Run 1, PDN straps and rails:
(4 px per um) Pins as bars on the die edge.
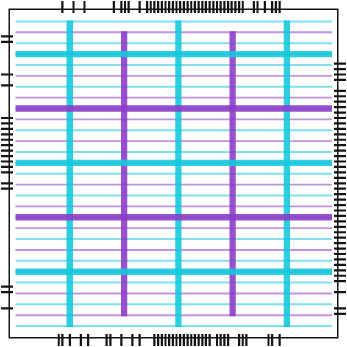
Run 1, cells colored by class:
(6 px per um) Fill, decap, tap and diode cells in gray.
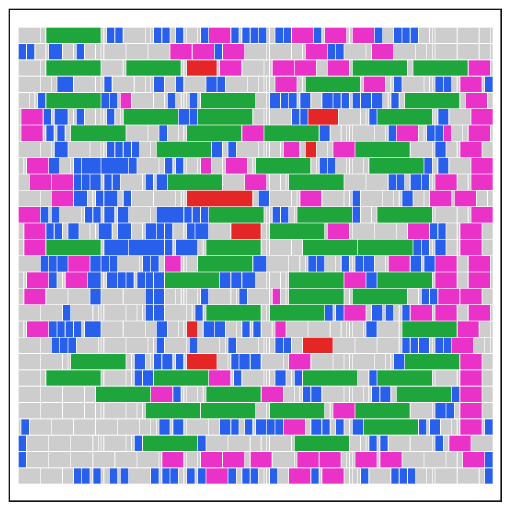
Run 1, sequential cells colored by netlist name:
(6 px per um) Other sequential cells in the stronger gray, the rest of the logic in the fainter gray.
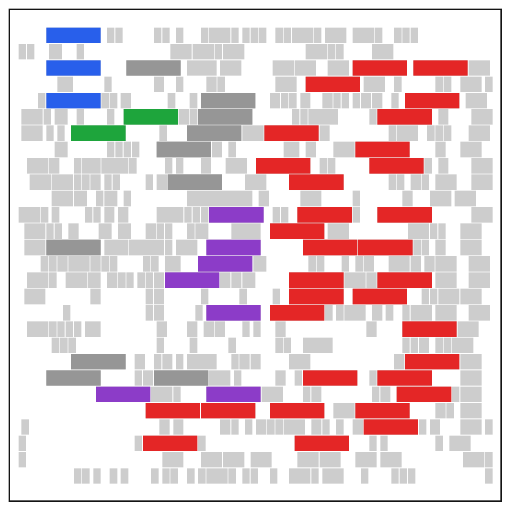
Run 1, clock distribution:
(6 px per um)
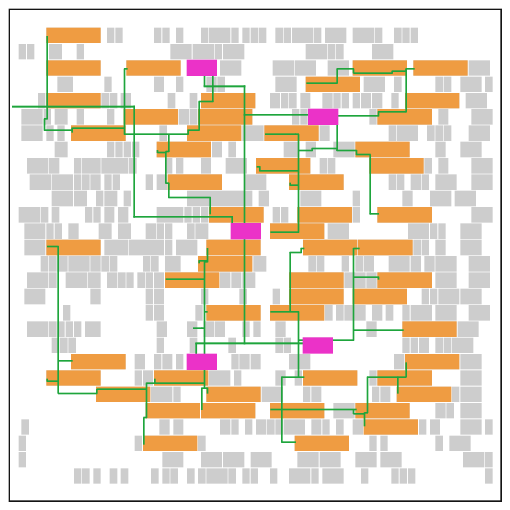
File: src/rtl/matmul_sp_reader_if.sv
// APB bus between the SP reader (requester) and the matmul APB slave.
interface matmul_sp_reader_if #(
  parameter int unsigned BUS_WIDTH  = 32,
  parameter int unsigned ADDR_WIDTH = 16,
  parameter int unsigned MAX_DIM    = 4
);
  logic                  psel;
  logic                  penable;
  logic                  pwrite;
  logic [MAX_DIM-1:0]    pstrb;
  logic [BUS_WIDTH-1:0]  pwdata;
  logic [ADDR_WIDTH-1:0] paddr;
  logic [BUS_WIDTH-1:0]  prdata;
  logic                  pready;
  logic                  pslverr;

  modport master (
    output psel, penable, pwrite, pstrb, pwdata, paddr,
    input  prdata, pready, pslverr
  );

  modport slave (
    input  psel, penable, pwrite, pstrb, pwdata, paddr,
    output prdata, pready, pslverr
  );
endinterface

File: src/rtl/matmul_sp_reader.sv
// Drains result matrix C from the matmul scratchpad over APB once the accelerator is idle,
// emitting one SP line per beat on a valid/ready stream.
module matmul_sp_reader #(
  parameter int unsigned BUS_WIDTH  = 32,
  parameter int unsigned ADDR_WIDTH = 16,
  parameter int unsigned MAX_DIM    = 4,
  parameter logic [4:0]  SP_ADDR    = 5'b10000,
  parameter int unsigned TIMEOUT    = 64,
  localparam int unsigned LW = $clog2(MAX_DIM),
  localparam int unsigned CW = $clog2(MAX_DIM) + 1,
  localparam int unsigned TW = $clog2(TIMEOUT + 1)
) (
  input  logic                 clk_i,
  input  logic                 rst_ni,
  input  logic                 start_i,
  input  logic [CW-1:0]        num_lines_i,
  input  logic                 mm_busy_i,
  matmul_sp_reader_if.master   apb,
  output logic [BUS_WIDTH-1:0] data_o,
  output logic [LW-1:0]        line_o,
  output logic                 valid_o,
  input  logic                 ready_i,
  output logic                 last_o,
  output logic                 busy_o,
  output logic                 done_o,
  output logic                 err_o,
  output logic [1:0]           err_code_o,
  output logic [LW-1:0]        err_line_o
);

  typedef enum logic [2:0] {StIdle, StWaitMm, StSetup, StAccess, StPush, StFinish} state_e;

  state_e               state_q, state_d;
  logic [LW-1:0]        line_q, line_d;
  logic [LW-1:0]        beat_line_q, beat_line_d;
  logic [LW-1:0]        err_line_q, err_line_d;
  logic [CW-1:0]        num_q, num_d;
  logic [CW-1:0]        num_clamped;
  logic [TW-1:0]        tmo_q, tmo_d;
  logic [BUS_WIDTH-1:0] data_q, data_d;
  logic                 err_q, err_d;
  logic [1:0]           err_code_q, err_code_d;
  logic                 last_line;
  logic [ADDR_WIDTH-1:0] addr;

  assign num_clamped = (num_lines_i > CW'(MAX_DIM)) ? CW'(MAX_DIM) : num_lines_i;
  assign last_line   = ({1'b0, line_q} + CW'(1)) == num_q;

  always_comb begin
    state_d     = state_q;
    line_d      = line_q;
    beat_line_d = beat_line_q;
    err_line_d  = err_line_q;
    num_d       = num_q;
    tmo_d       = tmo_q;
    data_d      = data_q;
    err_d       = err_q;
    err_code_d  = err_code_q;
    case (state_q)
      StIdle: begin
        if (start_i) begin
          num_d      = num_clamped;
          line_d     = '0;
          err_d      = 1'b0;
          err_code_d = 2'b00;
          err_line_d = '0;
          state_d    = (num_clamped == '0) ? StFinish : StWaitMm;
        end
      end
      StWaitMm: begin
        if (!mm_busy_i) state_d = StSetup;
      end
      StSetup: begin
        tmo_d   = '0;
        state_d = StAccess;
      end
      StAccess: begin
        tmo_d = tmo_q + TW'(1);
        if (apb.pready) begin
          if (apb.pslverr) begin
            err_d      = 1'b1;
            err_code_d = 2'b01;
            err_line_d = line_q;
            state_d    = StFinish;
          end else begin
            data_d      = apb.prdata;
            beat_line_d = line_q;
            state_d     = StPush;
          end
        end else if (tmo_q == TW'(TIMEOUT - 1)) begin
          err_d      = 1'b1;
          err_code_d = 2'b10;
          err_line_d = line_q;
          state_d    = StFinish;
        end
      end
      StPush: begin
        if (ready_i) begin
          if (last_line) begin
            state_d = StFinish;
          end else begin
            line_d  = line_q + LW'(1);
            state_d = StSetup;
          end
        end
      end
      StFinish: state_d = StIdle;
      default:  state_d = StIdle;
    endcase
  end

  always_ff @(posedge clk_i or negedge rst_ni) begin
    if (!rst_ni) begin
      state_q     <= StIdle;
      line_q      <= '0;
      beat_line_q <= '0;
      err_line_q  <= '0;
      num_q       <= '0;
      tmo_q       <= '0;
      data_q      <= '0;
      err_q       <= 1'b0;
      err_code_q  <= 2'b00;
    end else begin
      state_q     <= state_d;
      line_q      <= line_d;
      beat_line_q <= beat_line_d;
      err_line_q  <= err_line_d;
      num_q       <= num_d;
      tmo_q       <= tmo_d;
      data_q      <= data_d;
      err_q       <= err_d;
      err_code_q  <= err_code_d;
    end
  end

  always_comb begin
    addr             = '0;
    addr[4:0]        = SP_ADDR;
    addr[5 +: LW]    = line_q;
  end

  // Address is forced to zero outside a transaction so reset leaves the bus fully quiet.
  assign apb.psel    = (state_q == StSetup) || (state_q == StAccess);
  assign apb.penable = (state_q == StAccess);
  assign apb.paddr   = apb.psel ? addr : '0;
  assign apb.pwrite  = 1'b0;
  assign apb.pstrb   = '0;
  assign apb.pwdata  = '0;

  assign valid_o    = (state_q == StPush);
  assign last_o     = valid_o && last_line;
  assign busy_o     = (state_q != StIdle);
  assign done_o     = (state_q == StFinish);
  assign data_o     = data_q;
  assign line_o     = beat_line_q;
  assign err_o      = err_q;
  assign err_code_o = err_code_q;
  assign err_line_o = err_line_q;

endmodule
File: src/flat_wrapper.sv
// flat-port wrapper written by rule: the top's interface ports become plain ports
module matmul_sp_reader_flat 
#(
  parameter int unsigned BUS_WIDTH  = 32,
  parameter int unsigned ADDR_WIDTH = 16,
  parameter int unsigned MAX_DIM    = 4,
  parameter logic [4:0]  SP_ADDR    = 5'b10000,
  parameter int unsigned TIMEOUT    = 64,
  localparam int unsigned LW = $clog2(MAX_DIM),
  localparam int unsigned CW = $clog2(MAX_DIM) + 1,
  localparam int unsigned TW = $clog2(TIMEOUT + 1)
)
  (clk_i, rst_ni, start_i, num_lines_i, mm_busy_i, data_o, line_o, valid_o, ready_i, last_o, busy_o, done_o, err_o, err_code_o, err_line_o, apb_psel, apb_penable, apb_pwrite, apb_pstrb, apb_pwdata, apb_paddr, apb_prdata, apb_pready, apb_pslverr);
  matmul_sp_reader_if #(.BUS_WIDTH(BUS_WIDTH), .ADDR_WIDTH(ADDR_WIDTH), .MAX_DIM(MAX_DIM)) apb_i ();
  input  logic clk_i;
  input  logic rst_ni;
  input  logic start_i;
  input  logic [CW-1:0] num_lines_i;
  input  logic mm_busy_i;
  output logic [BUS_WIDTH-1:0] data_o;
  output logic [LW-1:0] line_o;
  output logic valid_o;
  input  logic ready_i;
  output logic last_o;
  output logic busy_o;
  output logic done_o;
  output logic err_o;
  output logic [1:0] err_code_o;
  output logic [LW-1:0] err_line_o;
  output wire logic [$bits(apb_i.psel)-1:0] apb_psel;
  output wire logic [$bits(apb_i.penable)-1:0] apb_penable;
  output wire logic [$bits(apb_i.pwrite)-1:0] apb_pwrite;
  output wire logic [$bits(apb_i.pstrb)-1:0] apb_pstrb;
  output wire logic [$bits(apb_i.pwdata)-1:0] apb_pwdata;
  output wire logic [$bits(apb_i.paddr)-1:0] apb_paddr;
  input wire logic [$bits(apb_i.prdata)-1:0] apb_prdata;
  input wire logic [$bits(apb_i.pready)-1:0] apb_pready;
  input wire logic [$bits(apb_i.pslverr)-1:0] apb_pslverr;
  assign apb_psel = apb_i.psel;
  assign apb_penable = apb_i.penable;
  assign apb_pwrite = apb_i.pwrite;
  assign apb_pstrb = apb_i.pstrb;
  assign apb_pwdata = apb_i.pwdata;
  assign apb_paddr = apb_i.paddr;
  assign apb_i.prdata = apb_prdata;
  assign apb_i.pready = apb_pready;
  assign apb_i.pslverr = apb_pslverr;
  matmul_sp_reader #(.BUS_WIDTH(BUS_WIDTH), .ADDR_WIDTH(ADDR_WIDTH), .MAX_DIM(MAX_DIM), .SP_ADDR(SP_ADDR), .TIMEOUT(TIMEOUT)) u_core (.clk_i(clk_i), .rst_ni(rst_ni), .start_i(start_i), .num_lines_i(num_lines_i), .mm_busy_i(mm_busy_i), .apb(apb_i), .data_o(data_o), .line_o(line_o), .valid_o(valid_o), .ready_i(ready_i), .last_o(last_o), .busy_o(busy_o), .done_o(done_o), .err_o(err_o), .err_code_o(err_code_o), .err_line_o(err_line_o));
endmodule
File: config.mk
export PLATFORM = sky130hd
export DESIGN_NAME = matmul_sp_reader_flat
export DESIGN_NICKNAME = d
export VERILOG_FILES = /design/src/rtl/matmul_sp_reader_if.sv /design/src/rtl/matmul_sp_reader.sv /design/src/flat_wrapper.sv
export SDC_FILE = /design/constraint.sdc
export NUM_CORES = 1
export LEC_CHECK = 0
export ABC_AREA = 1
export CAP_MARGIN = 20
export CORE_UTILIZATION = 44
export DETAILED_ROUTE_END_ITERATION = 6
export HOLD_SLACK_MARGIN = 0.1
export PLACE_DENSITY_LB_ADDON = 0.12
export RECOVER_POWER = 100
export SLEW_MARGIN = 20
export SYNTH_ARGS = -nofsm -noshare
export SYNTH_HDL_FRONTEND = slang
export SYNTH_SLANG_ARGS = --single-unit
File: constraint.sdc
create_clock -name clk_i -period 2.5 [get_ports clk_i]
set_clock_uncertainty 0.05 [all_clocks]
set_input_delay 0.25 -clock clk_i [delete_from_list [all_inputs] [get_ports clk_i]]
set_output_delay 0.25 -clock clk_i [all_outputs]
set_load 0.02 [all_outputs]
==> impl_metrics.tcl, run 1 <==
# implementation run metrics
set metrics [dict create \
    r2r_end "u_core.line_o[1]" \
    top_cell_area_share 0.483 \
    seq_cell_count 54 \
    yosysChipArea_um2 2800 \
    maxPowerGroup "combinational cells" \
    common_cells "nand2_1 (110), dfrtp_1 (54), buf_4 (51), nand3_1 (40), inv_1 (21)" \
    hold_path_end "u_core.data_o[28]" \
    cts_inserted_buffers 5 \
    synth_cell_types 28 \
    min_from "u_core.data_o[28]" \
    drv_slew 0 \
    ys_cells 337 \
    adder_share 0.00894 \
    dr.pass1.iters 4 \
    status "finished clean" \
    leakage_nw 1.94 \
    top_logic_kind "simple AND/OR/NAND/NOR gates" \
    total_power_mw 3.80 \
    cts_sinks 54 \
    pwr-share-clk 0.149 \
    fin_cells 503 \
    vias 2311 \
    path_clk_slew_ns 0.09 \
    wl_met2_mm 2.96 \
    synth_top_cell_by_count "nand2_1" \
    ys_sh_mux 0 \
    insertion_delay_ns 0.30 \
    use_met2 0.331 \
    ios 140 \
    xor_share 0.00313 \
    ys_seq_share 0.483 \
    route.detailed.drc 0 \
    dpl-instance-area_um2 3570 \
]
## Picture notes: 'PDN straps and rails'
net	color
VSS	cyan
VDD	purple
met1 rails	29
met5 straps	5

## Picture notes: 'cells colored by class'
class	color	cells	share of their area
other buffers and delay cells	magenta	96	26%
clock drivers and dummy loads	red	8	3.1%
flops	green	54	38%
combinational and other logic	blue	270	33%

## Picture notes: 'sequential cells colored by netlist name'
signal	color	flops
`u_core.num_q`	blue	3
`u_core.tmo_q`	purple	7
`u_core.line_q`	green	2
`u_core.data_o`	red	32
not colored	10

## Picture notes: 'clock distribution'
[clock drivers] magenta | count: 5
[flip-flops] orange | count: 54
[clock wires] green | length: 575 um
routed clock nets	6

Run 1, routing congestion:
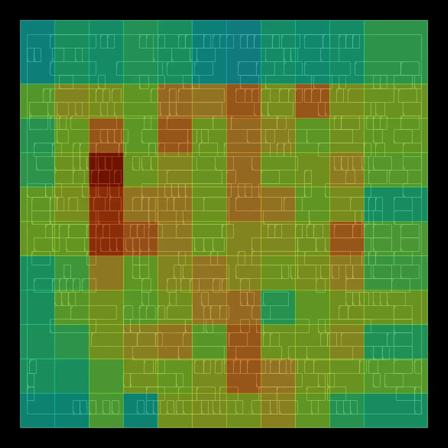

## Run 2: what changed since run 1
--- a/config.mk
+++ b/config.mk
@@ -10,7 +10,7 @@
 export CORE_UTILIZATION = 44
 export DETAILED_ROUTE_END_ITERATION = 6
 export HOLD_SLACK_MARGIN = 0.1
-export PLACE_DENSITY_LB_ADDON = 0.12
+export PLACE_DENSITY_LB_ADDON = 0.25
 export RECOVER_POWER = 100
 export SLEW_MARGIN = 20
 export SYNTH_ARGS = -nofsm -noshare
Run 2, routing congestion:
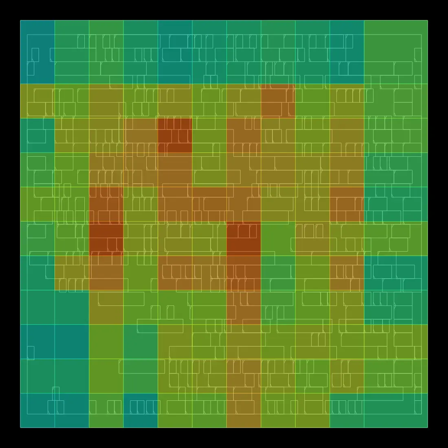
WL per Instance: 11.8 um
grt peak-use layer: met2

Run 2, cells colored by class:
(6 px per um) Fill, decap, tap and diode cells in gray.
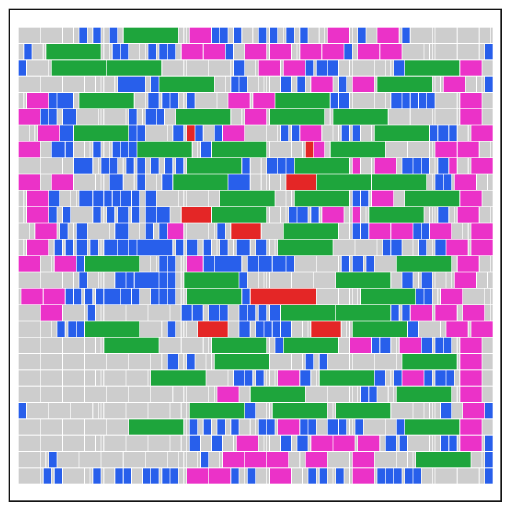
class	color	cells	share of their area
combinational and other logic	blue	270	33%
flops	green	54	38%
other buffers and delay cells	magenta	95	26%
clock drivers and dummy loads	red	8	3.0%

==> run 2 against run 1 <==
  * The flow now finishes with violations (capacitance limit, slew limit)
  * Via count is 0.61% lower
  * Count of clock-buffer cells in the layout is 2 higher
  * First-iteration DRC count is 6.4% higher
  * Combinational power hardly changed
  * Die size stayed put
  * Setup slack better by 0.0013 ns
  * Sequential power hardly changed
  * Critical path depth stayed put
  * Critical endpoint unchanged
  * Highest routed layer unchanged
==> impl_metrics.tcl, run 2 <==
# implementation run metrics
set metrics [dict create \
    status "complete, but fails checks" \
    failed_checks "capacitance limit, slew limit" \
    insertion_delay_ns 0.29 \
    cts_sinks 54 \
    initCoreUtil 0.464 \
    seq_cell_count 54 \
    drv_slew 30 \
    maxPowerGroup "combinational cells" \
    top_cell_area_share 0.483 \
    route.detailed.drc 0 \
    dr.pass1.iters 4 \
    tns_ns 0 \
    yosysChipArea_um2 2800 \
    synth_top_cell_by_count "nand2_1" \
    common_cells "nand2_1 (110), dfrtp_1 (54), buf_4 (51), nand3_1 (40), inv_1 (21)" \
    r2r_end "u_core.data_o[13]" \
    ios 140 \
    ys_sh_aoi 0.0376 \
    ys_seq_share 0.483 \
    critPathTopFamily "buffers and inverters" \
    cap_violations 1 \
    use_met2 0.321 \
    fin_cells 502 \
    fp-row-count 28 \
    ys_cells 337 \
    total_power_mw 3.78 \
    leakage_nw 1.93 \
    ys_sh_mux 0 \
    r2r-start "u_core.state_q[1]" \
    drive_above_1_share 0.0375 \
    root_buffer "clkbuf_8" \
    top_logic_kind "simple AND/OR/NAND/NOR gates" \
    dpl-instance-area_um2 3550 \
    path_clk_slew_ns 0.09 \
    pwr-share-clk 0.147 \
    cts_inserted_buffers 5 \
    synth_cell_types 28 \
]
## Run 3: what changed since run 2
--- a/config.mk
+++ b/config.mk
@@ -8,11 +8,11 @@
 export ABC_AREA = 1
 export CAP_MARGIN = 20
 export CORE_UTILIZATION = 44
+export CTS_CLUSTER_SIZE = 24
 export DETAILED_ROUTE_END_ITERATION = 6
 export HOLD_SLACK_MARGIN = 0.1
 export PLACE_DENSITY_LB_ADDON = 0.25
 export RECOVER_POWER = 100
-export SLEW_MARGIN = 20
 export SYNTH_ARGS = -nofsm -noshare
 export SYNTH_HDL_FRONTEND = slang
 export SYNTH_SLANG_ARGS = --single-unit
Run 3, clock distribution:
(6 px per um)
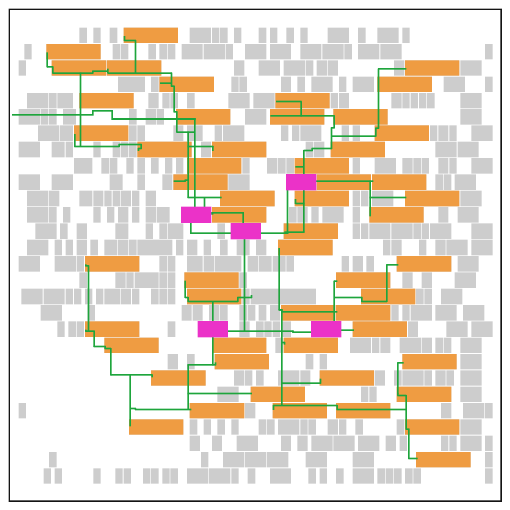
[clock drivers] magenta | count: 5
[flip-flops] orange | count: 54
[clock wires] green | length: 539 um
routed clock nets	6
flops lie	widely spread

Run 3, cells colored by class:
(6 px per um) Fill, decap, tap and diode cells in gray.
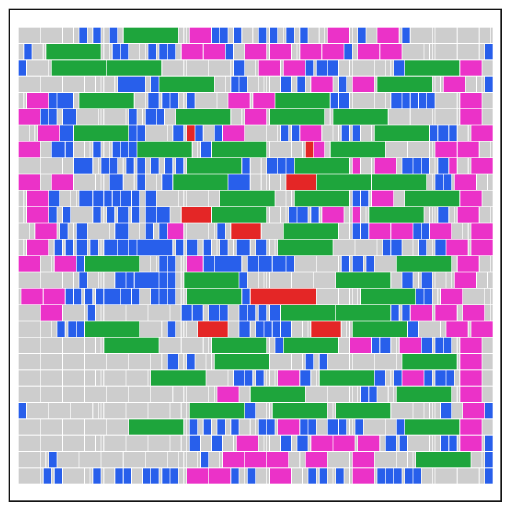
class	color	cells	share of their area
flops	green	54	38%
clock drivers and dummy loads	red	8	3.0%
combinational and other logic	blue	270	33%
other buffers and delay cells	magenta	95	26%

==> run 3 against run 2 <==
  * Sequential cell count is the same
  * Critical path type unchanged
  * The flow still finishes with violations (capacitance limit, slew limit)
  * Wire length is the same
  * Core utilization is the same
==> impl_metrics.tcl, run 3 <==
# implementation run metrics
set metrics [dict create \
    status "complete, but fails checks" \
    failed_checks "capacitance limit, slew limit" \
    cts_inserted_buffers 5 \
    root_buffer "clkbuf_8" \
    common_cells "nand2_1 (110), dfrtp_1 (54), buf_4 (51), nand3_1 (40), inv_1 (21)" \
    ys_cells 337 \
    drv_slew 30 \
    use_met2 0.321 \
    drive_above_1_share 0.0375 \
    top_usage_layer "met2" \
    synth_cell_types 28 \
    cap_violations 1 \
    path_clk_slew_ns 0.09 \
    yosysChipArea_um2 2800 \
    cts_sinks 54 \
    route.detailed.drc 0 \
    wl_per_cell_um 11.8 \
    top_logic_kind "simple AND/OR/NAND/NOR gates" \
    pwr-share-clk 0.147 \
    ys_sh_aoi 0.0376 \
    synth_top_cell_by_count "nand2_1" \
    ys_seq_share 0.483 \
    initCoreUtil 0.464 \
    ys_sh_mux 0 \
    total_power_mw 3.78 \
    top_cell_area_share 0.483 \
    ios 140 \
    r2r-start "u_core.state_q[1]" \
    fp-row-count 28 \
    tns_ns 0 \
    maxPowerGroup "combinational cells" \
    leakage_nw 1.93 \
]
Power and IR drop assume default switching activity.
